### src/rtl/veririsc_bus_pkg.sv
// Shared sizing for the bus receiver slice.
//   WORD_W    : default bus/data word width
//   BUF_DEPTH : default receive FIFO depth (power of two, >= 2)
//   PTR_W     : FIFO pointer width derived from BUF_DEPTH
//   CNT_W     : occupancy counter width, holds 0..BUF_DEPTH
package veririsc_bus_pkg;
  localparam int WORD_W    = 8;
  localparam int BUF_DEPTH = 4;
  localparam int PTR_W     = $clog2(BUF_DEPTH);
  localparam int CNT_W     = $clog2(BUF_DEPTH) + 1;
endpackage

### src/rtl/sync_fifo.sv
// Generic single-clock FIFO with a separate occupancy counter.
// Callers qualify push/pop; this block never refuses them.
//   clk, rst : clock, synchronous active-high reset (pointers/count only)
//   push     : write wdata at wr_ptr
//   wdata    : word to write
//   pop      : advance rd_ptr
//   rdata    : storage[rd_ptr], mux only (no register after storage)
//   count    : occupancy 0..depth
//   full     : count == depth
//   empty    : count == 0
module sync_fifo #(
  parameter int width = 8,
  parameter int depth = 4
) (
  input  logic                       clk,
  input  logic                       rst,
  input  logic                       push,
  input  logic [width-1:0]           wdata,
  input  logic                       pop,
  output logic [width-1:0]           rdata,
  output logic [$clog2(depth):0]     count,
  output logic                       full,
  output logic                       empty
);
  localparam int PW = $clog2(depth);
  localparam int CW = $clog2(depth) + 1;
  localparam logic [PW-1:0] PTR_ONE = PW'(1);
  localparam logic [CW-1:0] CNT_ONE = CW'(1);
  localparam logic [CW-1:0] CNT_MAX = CW'(depth);

  logic [depth-1:0][width-1:0] mem;
  logic [PW-1:0]               wr_ptr, rd_ptr;
  logic [CW-1:0]               cnt;

  // Storage is intentionally not reset; out_data zero-forcing hides stale words.
  always_ff @(posedge clk) begin
    if (!rst && push) mem[wr_ptr] <= wdata;
  end

  // Pointers wrap naturally since depth is a power of two.
  always_ff @(posedge clk) begin
    if (rst) begin
      wr_ptr <= '0;
      rd_ptr <= '0;
      cnt    <= '0;
    end else begin
      if (push) wr_ptr <= wr_ptr + PTR_ONE;
      if (pop)  rd_ptr <= rd_ptr + PTR_ONE;
      case ({push, pop})
        2'b10:   cnt <= cnt + CNT_ONE;
        2'b01:   cnt <= cnt - CNT_ONE;
        default: cnt <= cnt;
      endcase
    end
  end

  assign rdata = mem[rd_ptr];
  assign count = cnt;
  assign full  = (cnt == CNT_MAX);
  assign empty = (cnt == '0);
endmodule

### src/rtl/bus_receiver.sv
// Listening end of the shared tri-state data bus. Captures the bus when a load
// strobe meets a driven bus, queues words in sync_fifo, and hands them off over
// valid/ready. Strobes on a floating bus and captures into a full FIFO raise
// sticky error flags.
//   clk, rst            : clock, synchronous active-high reset
//   data_bus/en/ld      : bus word, driven indicator, load strobe
//   out_data/valid/ready: downstream handshake (out_data = 0 while empty)
//   count, full         : FIFO occupancy status, decoded from registered count
//   float_err, ovf_err  : sticky error flags, cleared by err_clr (set wins)
module bus_receiver
  import veririsc_bus_pkg::*;
#(
  parameter int width = WORD_W,
  parameter int depth = BUF_DEPTH
) (
  input  logic                   clk,
  input  logic                   rst,
  input  logic [width-1:0]       data_bus,
  input  logic                   data_en,
  input  logic                   data_ld,
  output logic [width-1:0]       out_data,
  output logic                   out_valid,
  input  logic                   out_ready,
  output logic [$clog2(depth):0] count,
  output logic                   full,
  output logic                   float_err,
  output logic                   ovf_err,
  input  logic                   err_clr
);
  logic             cap, push, pop, empty, float_hit, ovf_hit;
  logic [width-1:0] rdata;

  assign cap       = data_ld & data_en;
  assign pop       = out_valid & out_ready;
  // A pop frees the head slot in the same cycle, so a full FIFO can still accept.
  assign push      = cap & (~full | pop);
  assign float_hit = data_ld & ~data_en;
  assign ovf_hit   = cap & full & ~pop;

  sync_fifo #(.width(width), .depth(depth)) u_fifo (
    .clk   (clk),
    .rst   (rst),
    .push  (push),
    .wdata (data_bus),
    .pop   (pop),
    .rdata (rdata),
    .count (count),
    .full  (full),
    .empty (empty)
  );

  assign out_valid = ~empty;
  // Storage is unreset; forcing zero keeps X from leaving the block.
  assign out_data  = empty ? '0 : rdata;

  always_ff @(posedge clk) begin
    if (rst) begin
      float_err <= 1'b0;
      ovf_err   <= 1'b0;
    end else begin
      if (float_hit)    float_err <= 1'b1;
      else if (err_clr) float_err <= 1'b0;
      if (ovf_hit)      ovf_err   <= 1'b1;
      else if (err_clr) ovf_err   <= 1'b0;
    end
  end
endmodule

### config.mk
export PLATFORM = sky130hd
export DESIGN_NAME = bus_receiver
export DESIGN_NICKNAME = d
export VERILOG_FILES = /design/src/rtl/veririsc_bus_pkg.sv /design/src/rtl/sync_fifo.sv /design/src/rtl/bus_receiver.sv
export SDC_FILE = /design/constraint.sdc
export NUM_CORES = 1
export LEC_CHECK = 0
export CELL_PAD_IN_SITES_DETAIL_PLACEMENT = 0
export CELL_PAD_IN_SITES_GLOBAL_PLACEMENT = 1
export CORE_ASPECT_RATIO = 1.25
export CORE_MARGIN = 8
export CORE_UTILIZATION = 25
export CTS_CLUSTER_DIAMETER = 80
export DETAILED_ROUTE_END_ITERATION = 10
export GPL_ROUTABILITY_DRIVEN = 0
export GPL_TIMING_DRIVEN = 1
export MAX_ROUTING_LAYER = met4
export PLACE_DENSITY = 0.51
export SLEW_MARGIN = 10
export SYNTH_ARGS = -nofsm -noshare
export SYNTH_HDL_FRONTEND = slang
export SYNTH_SLANG_ARGS = --single-unit
### constraint.sdc
create_clock -name clk -period 4.7 [get_ports clk]
set_input_delay 0.94 -clock clk [delete_from_list [all_inputs] [get_ports clk]]
set_output_delay 0.94 -clock clk [all_outputs]
set_load 0.1 [all_outputs]
==> flow_metrics.env <==
# yosys + openroad results
export IMPL_status="completed"
export IMPL_dp_hpwl_um=2370
export IMPL_top_area_cell="edfxtp_1"
export IMPL_min_period_ns=3.67
export IMPL_cts_root_buf="clkbuf_8"
export IMPL_synth_adder_area_share=0.0472
export IMPL_regArea_sq_um=1140
export IMPL_grt_overflow=0
export IMPL_grt_pass1_vias=1117
export IMPL_fin_crit_sh=0.781
export IMPL_grt_total_usage=0.0750
export IMPL_first_iter_violations=70
export IMPL_worstMarginPinSlew_ns=0.986
export IMPL_start_kind="register"
export IMPL_final_setup_skew_ns=0.00522
export IMPL_hold_violations=0
export IMPL_ys_warnings_count=0
export IMPL_layout_nets=165
export IMPL_synthArstFlopShare=0
export IMPL_end_kind="primary output"
export IMPL_power_total_mw=1.36
export IMPL_die_area_sq_um=9950
export IMPL_cp_slowest_stage_delay_ns=0.97
export IMPL_ys_sh_aoi=0.0279
export IMPL_place_area_sq_um=2130
export IMPL_antenna_found_initial=0
export IMPL_ys_sh_xor=0.0150
export IMPL_drt_pass1_iterations=4
export IMPL_tns_ns=0
export IMPL_yosysCellCount=113
export IMPL_drive_gt1_frac=0.137
export IMPL_cts_resized=0
export IMPL_cts_setup_buffers=0
export IMPL_via_per_inst=4.29
export IMPL_synth_main_ff_cell="edfxtp_1"
export IMPL_hold_class="reg2reg"
export IMPL_worstPathRequired_ns=3.76
export IMPL_io_pin_count=29
export IMPL_logic_area_sq_um=547
export IMPL_critPathBufInv=1
export IMPL_path_delay_family="buffers and inverters"
export IMPL_place_inst=228
export IMPL_row_count=34
export IMPL_via_count=1013
export IMPL_edf_count=32
export IMPL_synth_top_cells_by_area="edfxtp_1, dfxtp_1, mux4_2"
export IMPL_cts_num_sinks=41
export IMPL_top_cell="edfxtp_1"
export IMPL_portBuffers=28
export IMPL_ant_nets=0
export IMPL_num_antenna_cells=0
export IMPL_synth_simple_area_share=0.105
export IMPL_ir_drop_mv=0.379
export IMPL_rsz0062_at_grt="false"
export IMPL_path_class="reg2out"
export IMPL_synth_area_sq_um=1750
export IMPL_path_clk_slew_ns=0.08
export IMPL_final_max_slew_violation_count=0
export IMPL_fp_util=0.254
export IMPL_cellPowerDensity_nw_per_um2=615
export IMPL_final_cell_count_no_fill=236
export IMPL_mux_share=0.117
export IMPL_synth_distinct_cells=28
export IMPL_max_freq_mhz=272
export IMPL_slew_headroom=0.341
export IMPL_ctsHtreeMaxLevel=2
export IMPL_most_common_layout_cells="edfxtp_1, clkdlybuf4s50_1, inv_1"
export IMPL_ys_seq_share=0.652
export IMPL_clk_latency_ns=0.29
export IMPL_fin_ws_ns=1.03
export IMPL_lay_top_count="edfxtp_1"
export IMPL_whs_ns=0.512
export IMPL_grt_pass1_wl_um=5630
export IMPL_nFillCells=710
export IMPL_synth_flops=41
export IMPL_crit_arrival_ns=2.73
export IMPL_wl_per_cell_um=14.1
export IMPL_finalSetupViolCount=0
export IMPL_critical_path_max_fanout=10
export IMPL_grt_start_max_net_pins=14
export IMPL_dp_slack_ns=1.28
export IMPL_synth_top_cells_by_count="edfxtp_1, inv_1, dfxtp_1"
export IMPL_warnings=29
registers in the layout, summed over array words and instances (netlist names):
| name | flops |
|---|---|
| u_fifo.wr_ptr | 2 |
| float_err | 1 |
| u_fifo.count | 3 |
| u_fifo.rd_ptr | 2 |
| u_fifo.mem | 32 |
| ovf_err | 1 |
routing by layer:
| metal | wire, um | part of all wire | vias up | track usage |
|---|---|---|---|---|
| li1 | - | - | 469 | - |
| met1 | 1530 | 0.46 | 502 | 0.0831 |
| met2 | 1550 | 0.46 | 37 | 0.123 |
| met3 | 211 | 0.063 | 5 | 0.0260 |
| met4 | 48 | 0.014 | 0 | 0.0281 |
| met5 | 0 | 0 | - | - |
cell type report:
type | count | share of cell area
Sequential cell | 41 | 0.516
Multi-Input combinational cell | 58 | 0.247
Timing Repair Buffer | 29 | 0.130
Tap cell | 90 | 0.0509
Clock buffer | 5 | 0.0311
Inverter | 10 | 0.0170
Clock inverter | 3 | 0.00792
path summary, 6_finish.rpt:
check                         from              end  slack, ns  cells past startpoint
setup / recovery  u_fifo.rd_ptr[0]      out_data[1]       1.03                      3
hold / removal             ovf_err          ovf_err       0.51                      2
setup reg to reg   u_fifo.count[0]  u_fifo.count[2]       2.45                      9
hold reg to reg            ovf_err          ovf_err       0.51                      2
report_power, final:
| group | total (mW) | internal, mW | switching [mW] |
|---|---|---|---|
| Sequential | 0.457 | 0.411 | 0.0467 |
| Clock | 0.220 | 0.102 | 0.118 |
| Combinational | 0.682 | 0.191 | 0.491 |
tightest hold or removal path, cell delays in order, from the launching register on:
cell     delay, ns
dfxtp_1       0.34
a32oi_1       0.06
nor2_1        0.08
### Supply network

The bar under the picture is 20 um long. Pins as bars on the die edge.
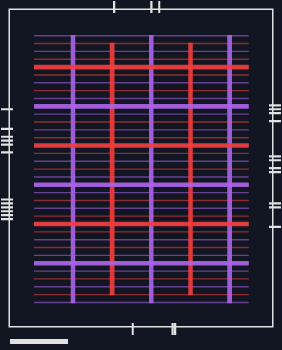
VDD -> red
VSS -> purple
met4 straps = 5
met5 straps = 6
rows = 34
signal pins = 29
met1 rails = 35
Die Height: 110 um
Die Wd: 90.8 um

### Placement by cell class

Fill, decap, tap and diode cells in gray.
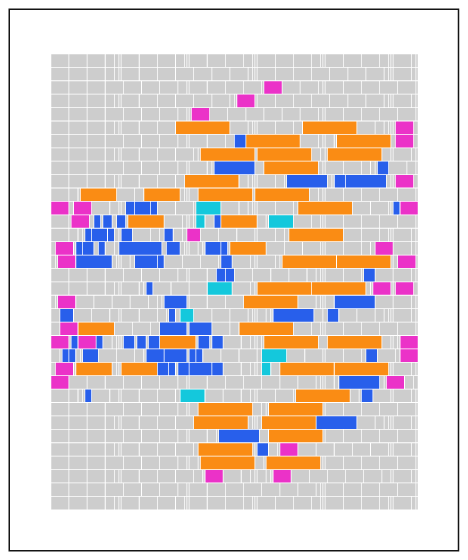
remaining buffers and delay cells -> magenta  # cells 29
remaining logic cells -> blue  # cells 68
registers -> orange  # cells 41
clock drivers and dummy loads -> cyan  # cells 8
Final Util: 0.321
post-route cell area: 2210 sq um

